===== config.mk =====
export PLATFORM = sky130hd
export DESIGN_NAME = key_matrix_scan
export DESIGN_NICKNAME = d
export VERILOG_FILES = /design/src/rtl/key_matrix_scan.sv
export SDC_FILE = /design/constraint.sdc
export NUM_CORES = 1
export LEC_CHECK = 0
export ABC_CLOCK_PERIOD_IN_PS = 11220
export CAP_MARGIN = 20
export CELL_PAD_IN_SITES_DETAIL_PLACEMENT = 0
export CELL_PAD_IN_SITES_GLOBAL_PLACEMENT = 1
export CORE_ASPECT_RATIO = 0.7
export CORE_MARGIN = 1.5
export CORE_UTILIZATION = 45
export DETAILED_ROUTE_END_ITERATION = 10
export PLACE_DENSITY_LB_ADDON = 0.1
export SLEW_MARGIN = 20
export SYNTH_ARGS = -nofsm -noshare
export SYNTH_HDL_FRONTEND = slang
export SYNTH_SLANG_ARGS = --single-unit

===== constraint.sdc =====
create_clock -name clk_1mhz -period 11.22 [get_ports clk_1mhz]
set_input_delay 1.122 -clock clk_1mhz [delete_from_list [all_inputs] [get_ports clk_1mhz]]
set_output_delay 1.122 -clock clk_1mhz [all_outputs]
set_load 0.005 [all_outputs]

===== src/rtl/key_matrix_scan.sv =====
// key_matrix_scan: column-scanned key matrix controller (up to 8 rows x 16 columns).
// Drives one column low at a time and samples the active-low row lines. A single
// pressed key is debounced over whole scan frames. Press, typematic-repeat and
// release events are queued in a FIFO for the host.
//
// Ports:
//   clk_1mhz      system clock
//   reset_n       asynchronous active-low reset
//   key_in        row sense lines, 0 = closed on the driven column
//   key_out       column drives, exactly one bit low
//   key_rd        pop strobe for the FIFO head
//   clr_ovf       clear strobe for the overflow flag
//   key_valid     FIFO non-empty
//   key_code_out  FIFO head {release, row[2:0], col[3:0]}, 8'hFF when empty
//   irq_key       active-low interrupt, !key_valid
//   key_ovf       sticky: an event was dropped on a full FIFO
module key_matrix_scan #(
    parameter int unsigned ROWS        = 4,
    parameter int unsigned COLS        = 4,
    parameter int unsigned SCAN_DIV    = 2000,
    parameter int unsigned DEBOUNCE    = 3,
    parameter int unsigned FIFO_DEPTH  = 8,
    parameter int unsigned REPEAT_DLY  = 63,
    parameter int unsigned REPEAT_RATE = 12
) (
    input  logic            clk_1mhz,
    input  logic            reset_n,
    input  logic [ROWS-1:0] key_in,
    output logic [COLS-1:0] key_out,
    input  logic            key_rd,
    input  logic            clr_ovf,
    output logic            key_valid,
    output logic [7:0]      key_code_out,
    output logic            irq_key,
    output logic            key_ovf
);
    localparam int unsigned PW = (SCAN_DIV > 1) ? $clog2(SCAN_DIV) : 1;
    localparam int unsigned CW = (COLS > 1) ? $clog2(COLS) : 1;
    localparam int unsigned AW = $clog2(FIFO_DEPTH);
    localparam int unsigned RW = 16;

    typedef enum logic [1:0] {StIdle, StPressDb, StHeld, StReleaseDb} state_e;

    logic [PW-1:0] pre_q, pre_d;
    logic [CW-1:0] col_q, col_d;
    logic          tick, frame_end;

    // Per-frame closure accumulator: count saturates at 2 (= MULTI).
    logic [1:0] fr_n_q, fr_n_d, col_n, acc_n;
    logic [6:0] fr_code_q, fr_code_d, acc_code;
    logic [2:0] col_row;

    state_e          st_q, st_d;
    logic [6:0]      cand_q, cand_d;
    logic [3:0]      cnt_q, cnt_d, cnt_inc;
    logic [RW-1:0]   rep_q, rep_d, rep_inc, rep_lim;
    logic            rep_ph_q, rep_ph_d;
    logic            hit, res_key, res_multi;
    logic            push;
    logic [7:0]      push_code;

    logic [7:0]      mem_q [FIFO_DEPTH];
    logic [AW-1:0]   wptr_q, rptr_q;
    logic [AW:0]     fcnt_q, fcnt_d;
    logic            ovf_q, ovf_d;
    logic            empty, full, pop, wr;

    // Scan timing
    assign tick      = (pre_q == PW'(SCAN_DIV - 1));
    assign frame_end = tick && (col_q == CW'(COLS - 1));

    always_comb begin
        pre_d = tick ? '0 : pre_q + 1'b1;
        col_d = col_q;
        if (tick) begin
            col_d = (col_q == CW'(COLS - 1)) ? '0 : col_q + 1'b1;
        end
    end

    always_comb begin
        key_out        = '1;
        key_out[col_q] = 1'b0;
    end

    // Closures on the driven column; lowest closed row gives the row index.
    always_comb begin
        col_n   = 2'd0;
        col_row = 3'd0;
        for (int unsigned r = 0; r < ROWS; r++) begin
            if (!key_in[r]) begin
                if (col_n == 2'd0) col_row = 3'(r);
                if (col_n != 2'd2) col_n = col_n + 2'd1;
            end
        end
        if (fr_n_q == 2'd0)     acc_n = col_n;
        else if (col_n == 2'd0) acc_n = fr_n_q;
        else                    acc_n = 2'd2;
        acc_code = (fr_n_q != 2'd0) ? fr_code_q : {col_row, 4'(col_q)};
        fr_n_d    = fr_n_q;
        fr_code_d = fr_code_q;
        if (frame_end) begin
            fr_n_d    = 2'd0;
            fr_code_d = '0;
        end else if (tick) begin
            fr_n_d    = acc_n;
            fr_code_d = acc_code;
        end
    end

    assign res_key   = (acc_n == 2'd1);
    assign res_multi = (acc_n == 2'd2);
    assign hit       = res_key && (acc_code == cand_q);
    assign cnt_inc   = cnt_q + 4'd1;
    assign rep_inc   = rep_q + 1'b1;
    assign rep_lim   = rep_ph_q ? RW'(REPEAT_RATE) : RW'(REPEAT_DLY);

    // Debounce / typematic FSM, advanced only at frame end
    always_comb begin
        st_d      = st_q;
        cand_d    = cand_q;
        cnt_d     = cnt_q;
        rep_d     = rep_q;
        rep_ph_d  = rep_ph_q;
        push      = 1'b0;
        push_code = {1'b0, cand_q};
        if (frame_end) begin
            case (st_q)
                StIdle: begin
                    if (res_key) begin
                        cand_d = acc_code;
                        if (DEBOUNCE == 1) begin
                            push      = 1'b1;
                            push_code = {1'b0, acc_code};
                            rep_d     = '0;
                            rep_ph_d  = 1'b0;
                            st_d      = StHeld;
                        end else begin
                            cnt_d = 4'd1;
                            st_d  = StPressDb;
                        end
                    end
                end
                StPressDb: begin
                    if (hit) begin
                        if (cnt_inc == 4'(DEBOUNCE)) begin
                            push     = 1'b1;
                            rep_d    = '0;
                            rep_ph_d = 1'b0;
                            st_d     = StHeld;
                        end else begin
                            cnt_d = cnt_inc;
                        end
                    end else if (!res_multi) begin
                        st_d = StIdle;
                    end
                end
                StHeld: begin
                    if (hit) begin
                        if (REPEAT_DLY != 0) begin
                            // First repeat after REPEAT_DLY frames, then every REPEAT_RATE.
                            if (rep_inc == rep_lim) begin
                                push     = 1'b1;
                                rep_d    = '0;
                                rep_ph_d = 1'b1;
                            end else begin
                                rep_d = rep_inc;
                            end
                        end
                    end else if (!res_multi) begin
                        if (DEBOUNCE == 1) begin
                            push      = 1'b1;
                            push_code = {1'b1, cand_q};
                            st_d      = StIdle;
                        end else begin
                            cnt_d = 4'd1;
                            st_d  = StReleaseDb;
                        end
                    end
                end
                StReleaseDb: begin
                    if (hit) begin
                        st_d = StHeld;
                    end else if (!res_multi) begin
                        if (cnt_inc == 4'(DEBOUNCE)) begin
                            push      = 1'b1;
                            push_code = {1'b1, cand_q};
                            st_d      = StIdle;
                        end else begin
                            cnt_d = cnt_inc;
                        end
                    end
                end
                default: st_d = StIdle;
            endcase
        end
    end

    // Event FIFO
    assign empty = (fcnt_q == '0);
    assign full  = (fcnt_q == (AW + 1)'(FIFO_DEPTH));
    assign pop   = key_rd && !empty;
    assign wr    = push && (!full || pop);

    always_comb begin
        fcnt_d = fcnt_q;
        if (wr && !pop)      fcnt_d = fcnt_q + 1'b1;
        else if (pop && !wr) fcnt_d = fcnt_q - 1'b1;
        // A dropped push takes priority over a coincident clear.
        if (push && full && !pop) ovf_d = 1'b1;
        else if (clr_ovf)         ovf_d = 1'b0;
        else                      ovf_d = ovf_q;
    end

    assign key_valid    = !empty;
    assign irq_key      = empty;
    assign key_code_out = empty ? 8'hFF : mem_q[rptr_q];
    assign key_ovf      = ovf_q;

    always_ff @(posedge clk_1mhz or negedge reset_n) begin
        if (!reset_n) begin
            pre_q     <= '0;
            col_q     <= '0;
            fr_n_q    <= '0;
            fr_code_q <= '0;
            st_q      <= StIdle;
            cand_q    <= '0;
            cnt_q     <= '0;
            rep_q     <= '0;
            rep_ph_q  <= 1'b0;
            mem_q     <= '{default: '0};
            wptr_q    <= '0;
            rptr_q    <= '0;
            fcnt_q    <= '0;
            ovf_q     <= 1'b0;
        end else begin
            pre_q     <= pre_d;
            col_q     <= col_d;
            fr_n_q    <= fr_n_d;
            fr_code_q <= fr_code_d;
            st_q      <= st_d;
            cand_q    <= cand_d;
            cnt_q     <= cnt_d;
            rep_q     <= rep_d;
            rep_ph_q  <= rep_ph_d;
            fcnt_q    <= fcnt_d;
            ovf_q     <= ovf_d;
            if (wr) begin
                mem_q[wptr_q] <= push_code;
                wptr_q        <= wptr_q + 1'b1;
            end
            if (pop) rptr_q <= rptr_q + 1'b1;
        end
    end

endmodule

**Run 1: wire density map**

Bar = 50 µm. The die is cut into 31 by 22 equal tiles; dark blue is low, red is high, scaled to the fullest tile. Values are wire area over tile area, all layers added.
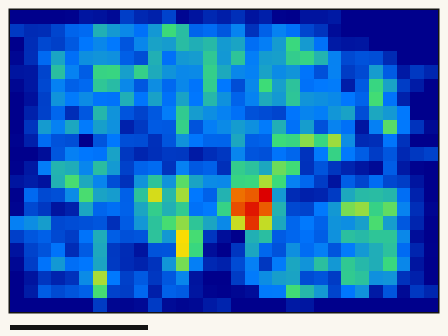
densest ninth of the die	center
emptiest ninth of the die	upper right
mean over tiles	0.15
nearly empty tiles	14%
vias after detailed routing: 5122
GRT Total Usage: 20.9%

**Run 1: placed cells, one color a class**

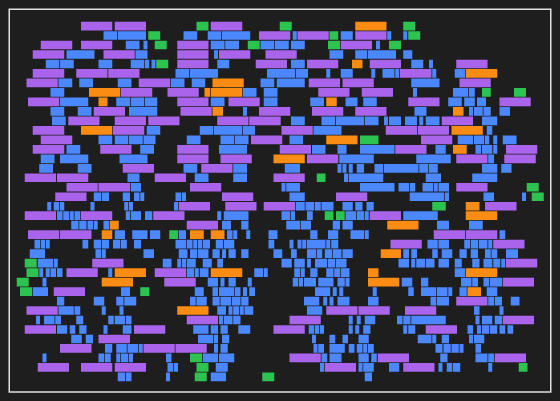
class	color	cells	share of their area
flip-flops	purple	127	40%
all other logic	blue	495	49%
other buffers and delay cells	green	31	3.7%
clock drivers and dummy loads	orange	32	7.1%
Core Footprint: 0.0156 mm²
total non-filler cell area in the finished layout: 0.00826 mm²
post-layout util: 52.8%
fraction of standard cell area that is sequential: 38.5%

==> design notes, run 1 <==
The run finished with clean final reports. Across all register-to-register paths, the minimum setup slack is 6380 ps. After synthesis the netlist holds a flip-flop and latch count of 127.

The register area share after synthesis is 43.7%. The tools report the total leakage power as 3.46 nW. The number of warnings printed during yosys synthesis was 0.

The floorplan step set the die width to 155 µm. The clock period could shrink to 5730 ps. Dominant synthesized flop cell: dfrtp_1. The final timing report lists clock skew as 12.5 ps. Looking at the clock tree report, the root buffer type is clkbuf_16.

The clock passes through at most 2 buffers. With the first-pass GRT wire length at 27.1 mm, the total placed instance area is 0.00766 mm². The tools report the final tally of max-slew violations as 0. Of all power groups, the one with the highest power is clock. The number of setup buffers added after CTS is 0. The initial antenna violation count is 0. The worst setup path is launched from an input pin.

For this run, global-route usage on met2 was measured as 31.2%. The tools report the part of the total power dissipated in sequential elements as 44.1%. Yosys instantiated no cell more often than dfrtp_1. Checking max transition, the worst relative margin is 37.4%. The cell count of the worst hold path is 1. Adding up every negative setup slack in the final design gives 0 ps. With the boundary pin count at 23, the die outline height is 109 µm.

The CTS report gives the tree buffer count as 17. The most frequent cell on the critical path was ha_1. For this run, global-route usage on met3 was measured as 4.41%. The clock H-tree reported by CTS has 4 levels. The category of the worst setup path capture point was a flop. Global route summary, busiest routing layer listed as met2. The number of setup violations in the final report is 0. Entering global routing, the biggest net connects 46 pins.

The run gives 704 as the total number of nets in the final design.
**Run 1: cells by drive strength**

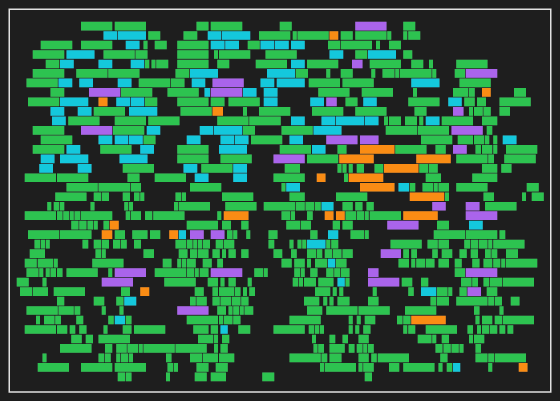
size	color	cells	share
drive 2	cyan	84	12%
drive 1 or less	green	550	80%
drive 6 and up	purple	29	4.2%
drive 3 to 4	orange	22	3.2%
area overhead of the layout relative to synthesis: 13.7%
count of non-CTS buffers in the layout: 31
fin worst setup slack: 5490 ps

**Run 1: local utilization**

Bar = 50 µm. The die is cut into 15 by 11 equal tiles; dark blue is low, red is high, 0 to 100% covered.
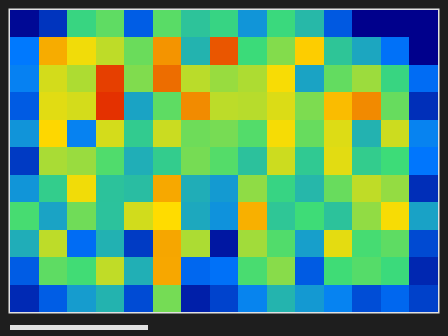
densest ninth of the die	top center
mean over tiles	47%
nearly empty tiles	3.0%
tiles over 75% full	9.1%
Init Core Util: 46.5%

-- run 1: how the worst max path moves through the flow --
stage                 to  slack, ps  depth (start not counted)
6_report       fcnt_q[3]       5490                         20
5_1_grt        fcnt_q[3]       5250                         20
3_5_place_dp   fcnt_q[3]       5050                         20
3_3_place_gp   fcnt_q[3]       5320                         20
2_1_floorplan  fcnt_q[3]       6040                         19
4_1_cts        fcnt_q[3]       5520                         20
-- run 1: final cells by class --
| class | instances | area, µm² | share of cell area (%) |
|---|---|---|---|
| sequential | 127 | 3180 | 38.5 |
| timing repair buffer | 31 | 297 | 3.59 |
| multi-input combinational | 458 | 3820 | 46.3 |
| inverter | 37 | 139 | 1.68 |
| tap | 200 | 250 | 3.03 |
| clock buffer | 17 | 425 | 5.15 |
| clock inverter | 15 | 145 | 1.76 |
-- run 1: through the flow --
step,hold slack (ps),cells
after global routing,503,885
after CTS,484,883
final,481,885
after floorplan,440,658
after global placement,461,851
after detailed placement,465,851
-- run 1: cell families after synthesis --
family / count (synthesis) / share of synthesized area [%]
fa+ha+maj: 24 / 4.24
compound gates: 126 / 14.5
flops: 127 / 43.7
mux: 102 / 17.9
buf+inv: 73 / 3.93
simple gates: 183 / 13.0
xor+xnor: 23 / 2.77
-- run 1: flip-flops by register name, summed over array words and instances, names as in the netlist, named ones only --
name / cells
cnt_q: 4
key_ovf: 1
mem_q: 64
rptr_q: 3
fr_n_q: 2
st_q: 1
rep_ph_q: 1
col_q: 2
cand_q: 7
fr_code_q: 7
rep_q: 16
wptr_q: 3
fcnt_q: 4
pre_q: 11
-- run 1: metal layers --
layer	share of wire (%)	vias to the layer above
met2	43	112
met3	3.9	14
met4	0.94	0
met5	0	-
li1	-	2430
met1	52	2566
==> run 2, diff against run 1 <==
Settings changed: ABC_CLOCK_PERIOD_IN_PS 11220 to 5700.
Clock period 11.22 ns to 5.7 ns, I/O delays scaled along.
**Run 2: cells by drive strength**

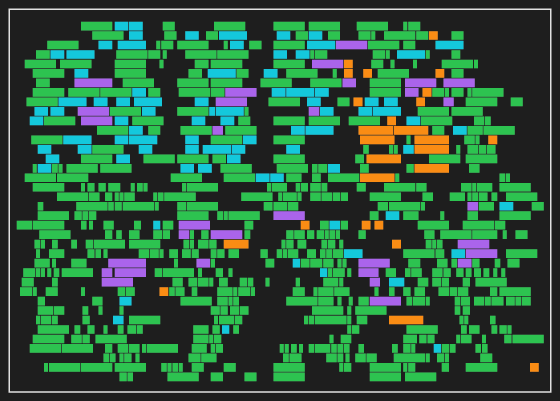
size	color	cells	share
drive 2	cyan	84	12%
drive 1 or less	green	550	80%
drive 6 and up	purple	31	4.5%
drive 3 to 4	orange	26	3.8%
count of non-CTS buffers in the layout: 37
total non-filler cell area in the finished layout: 0.00834 mm²

==> run 2 against run 1 <==
  * Global-route usage rose by 0.20 points
  * Setup slack got worse by 4700 ps
  * Largest power group unchanged
  * Sequential cell count unchanged
  * Cell count rose by 0.68%
  * Largest cell class unchanged
==> design notes, run 2 <==
The die outline height is 109 µm (unchanged). For the final worst hold slack, the log shows 264 ps (-217 ps). The most numerous cell type found on the critical path is ha_1.

The largest registers in the layout are mem_q x64, rep_q x16, pre_q x11. The logs give 27.3 mm (+0.94%) for the first-pass GRT wire length and 3.51 nW (+1.6%) for the total leakage power. The largest net degree at the start of global routing was 72 (+57%); the chip width was 155 µm (unchanged). Synthesis-to-layout area growth: 14.7%. The register area share after synthesis is 43.7% (unchanged), and the core utilization at floorplan is 46.5% (unchanged). The run finished with clean final reports.

The setup slack of the worst register-to-register path is 1170 ps (-5210 ps). The cell chosen for the clock root was clkbuf_16. After layout, the minimum clock period comes to 4890 ps. The flip-flop count of the largest register after layout works out to 64 (unchanged). The total placed instance area came out at 0.00772 mm² (+0.78%).

The run gives 37.3% (-0.17 points) as the worst relative slew slack. The tools report the sum of negative setup slack as 0 ps (unchanged). The final tally of max-slew violations is 0 (unchanged). The worst setup path is launched from an input pin.

The run gives 23 (unchanged) for the boundary pin count. The dominant synthesized flop cell was dfrtp_1. The core footprint is 0.0156 mm² (unchanged), and the count of buffers added by post-CTS timing repair for setup is 0 (unchanged). The worst-case clock skew is 7.94 ps (-4.58 ps).

The most frequently used library cell after synthesis is dfrtp_1. The layer carrying the most global-route usage is met2. The number of warnings printed during yosys synthesis was 0 (unchanged); the number of setup violations in the final report was 0 (unchanged).
**Run 2: wire density map**

Bar = 50 µm. The die is cut into 31 by 22 equal tiles; dark blue is low, red is high, scaled to the fullest tile. Values are wire area over tile area, all layers added.
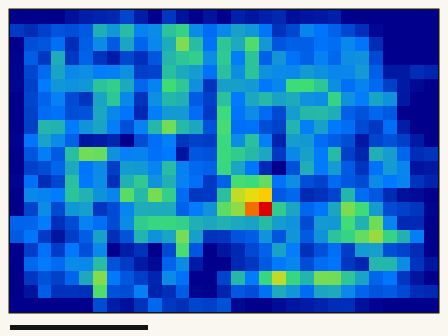
tiles over half the peak	4.8%
fullest tile	0.66
nearly empty tiles	13%
mean over tiles	0.15
densest ninth of the die	center
vias after detailed routing: 5224
Total Routed Length: 16.5 mm
GRT Total Usage: 21.1%

-- run 2: how the worst max path moves through the flow --
| stage | startpoint | endpoint | slack, ps | cells past startpoint |
|---|---|---|---|---|
| after CTS | key_in[0] | fcnt_q[3] | 830 | 19 |
| after global routing | key_in[0] | fcnt_q[3] | 410 | 19 |
| after detailed placement | key_in[0] | fcnt_q[3] | 380 | 19 |
| final | key_in[0] | fcnt_q[3] | 810 | 19 |
| after global placement | key_in[0] | fcnt_q[3] | 490 | 19 |
| after floorplan | key_in[0] | fcnt_q[3] | 1070 | 19 |
-- run 2: where the power goes --
part / switching (mW) / internal, mW
Clock: 0.474 / 0.668
Combinational: 0.0623 / 0.0267
Sequential: 0.00440 / 0.904
Total: 0.541 / 1.60
-- run 2: metal layers --
metal,vias up,part of all wire (%)
met5,-,0
met4,0,0.80
met3,15,3.5
met2,89,43
met1,2655,53
li1,2465,-
-- run 2: final cells by class --
cell class | instances | area, µm²
Clock buffer | 17 | 425
Timing Repair Buffer | 37 | 330
Fill cell | 1335 | 7310
Inverter | 37 | 139
Sequential cell | 127 | 3180
Multi-Input combinational cell | 458 | 3820
Tap cell | 200 | 250
Clock inverter | 15 | 188
-- run 2: metrics by stage --
stage / std cells / power, mW / setup slack, ps
2_1_floorplan: 658 / 0.976 / 1070
3_3_place_gp: 859 / 1.01 / 487
3_5_place_dp: 859 / 1.01 / 380
4_1_cts: 891 / 2.16 / 826
5_1_grt: 891 / 2.22 / 413
6_report: 891 / 2.14 / 808
-- run 2: cells by family after synthesis --
| group | synth area share (%) |
|---|---|
| and+or+nand+nor | 13.0 |
| DFF | 43.7 |
| AOI/OAI and AO/OA | 14.5 |
| muxes | 17.9 |
| buffers and inverters | 3.93 |
| adders and majority gates | 4.24 |
| xor gates and xnor gates | 2.77 |
==> run 3, diff against run 2 <==
Settings changed: ABC_CLOCK_PERIOD_IN_PS 5700 to 4040.
Clock period 5.7 ns to 4.04 ns, I/O delays scaled along.
**Run 3: wire density map**

Bar = 50 µm. The die is cut into 31 by 22 equal tiles; dark blue is low, red is high, scaled to the fullest tile. Values are wire area over tile area, all layers added.
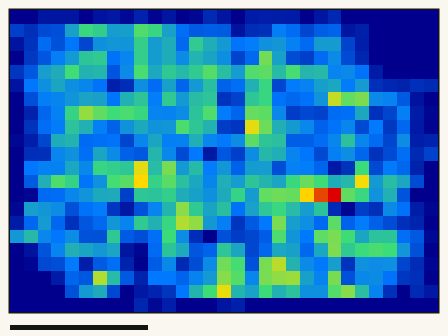
densest ninth of the die	center
mean over tiles	0.15
fullest tile	0.61
emptiest ninth of the die	upper right
tiles over half the peak	9.4%
nearly empty tiles	15%
vias after detailed routing: 5319
GRT Total Usage: 21.9%

==> run 3 against run 2 <==
  * Via count rose by 1.8%
  * Setup slack got worse by 550 ps
  * Critical path depth fell by 4
  * Routed wire length rose by 2.8%
  * Worst hold slack got worse by 150 ps
  * Non-clock buffer count rose by 34
  * Sequential share of layout area fell by 1.8 points
  * Die area did not move
==> design notes, run 3 <==
Final tally of max-slew violations: 0 (unchanged). STA classifies the critical path startpoint as a flop. The register area share after synthesis was 43.7% (unchanged); the number of setup violations in the final report was 0 (unchanged). The uppermost signal routing layer after detailed routing is met4. The logs give 0.0156 mm² (unchanged) for the core footprint and 32.6% (-4.7 points) for the worst relative slew slack. The chip width was 155 µm (unchanged). The run gives 0 (unchanged) as the number of warnings printed during yosys synthesis.

The run gives 8.94 mm (+2.9%) for the routed metal-1 wire length. The worst path in the final design needs a cycle of 3780 ps, including I/O delays and setup. For the core utilization at floorplan, the log shows 46.5% (unchanged). The largest net degree at the start of global routing is 75 (+4.2%). Per STA, the library cell used most along the worst path is ha_1. Compared with the post-synthesis result, the final layout area differs by 20.4%.

Worst-case clock skew: 7.73 ps (-0.208 ps). The run finished with clean final reports. The layer flagged by global routing as most heavily used is met1.

For the final worst hold slack, the log shows 116 ps (-147 ps). The dominant synthesized flop cell was dfrtp_1. The wire length on met3 was 751 µm (+30%); the setup slack of the worst register-to-register path was 260 ps (-910 ps).

The first-pass GRT wire length is 28.4 mm (+3.9%).
**Run 3: local utilization**

Bar = 50 µm. The die is cut into 15 by 11 equal tiles; dark blue is low, red is high, 0 to 100% covered.
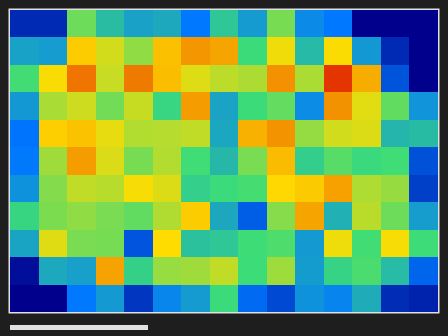
nearly empty tiles	4.2%
fullest tile	94%
tiles over 75% full	14%
mean over tiles	50%
post-layout util: 55.9%

-- run 3: per-stage QoR --
| stage | setup WS [ps] | TNS [ps] | power (mW) | area (µm²) | std cells |
|---|---|---|---|---|---|
| after global placement | -347 | -15120 | 1.47 | 8050 | 890 |
| final | 262 | 0 | 3.06 | 8750 | 924 |
| after detailed placement | -463 | -21590 | 1.48 | 8050 | 890 |
| after global routing | 49.7 | 0 | 3.17 | 8750 | 924 |
| after floorplan | 1.73 | 0 | 1.39 | 7340 | 658 |
| after CTS | 16.2 | 0 | 3.08 | 8680 | 923 |
-- run 3: where the power goes --
group	internal, mW	total (mW)	switching, mW
clock network	0.980	1.60	0.624
logic	0.0736	0.178	0.104
registers	1.28	1.28	0.00672
-- run 3: kinds of logic (layout without fill, tap and decap cells) --
logic type	Yosys count	after routing	synth area share, %
buffers and inverters	73	139	3.93
AND-OR/OR-AND	126	126	14.5
XOR/XNOR	23	23	2.77
AND/OR/NAND/NOR	183	183	13.0
flip-flops	127	127	43.7
multiplexers	102	102	17.9
adder cells (fa/ha/maj)	24	24	4.24
-- run 3: worst max path at each step --
stage / from / to / slack, ps / cells past startpoint
floorplan: key_in[0] / fcnt_q[3] / 2 / 19
global placement: key_in[0] / mem_q[32] / -350 / 13
detailed placement: key_in[0] / mem_q[38] / -460 / 13
CTS: key_in[0] / fcnt_q[3] / 20 / 19
global route: rep_q[1] / fcnt_q[3] / 50 / 15
finish: rep_q[1] / fcnt_q[3] / 260 / 15
-- run 3: layout make-up --
cell class,count,area [µm²]
fill,1333,6890
multi-input combinational,458,3940
sequential,127,3180
timing repair buffer,71,643
clock buffer,17,425
tap,200,250
clock inverter,14,179
inverter,37,139
Power and IR drop assume default switching activity.
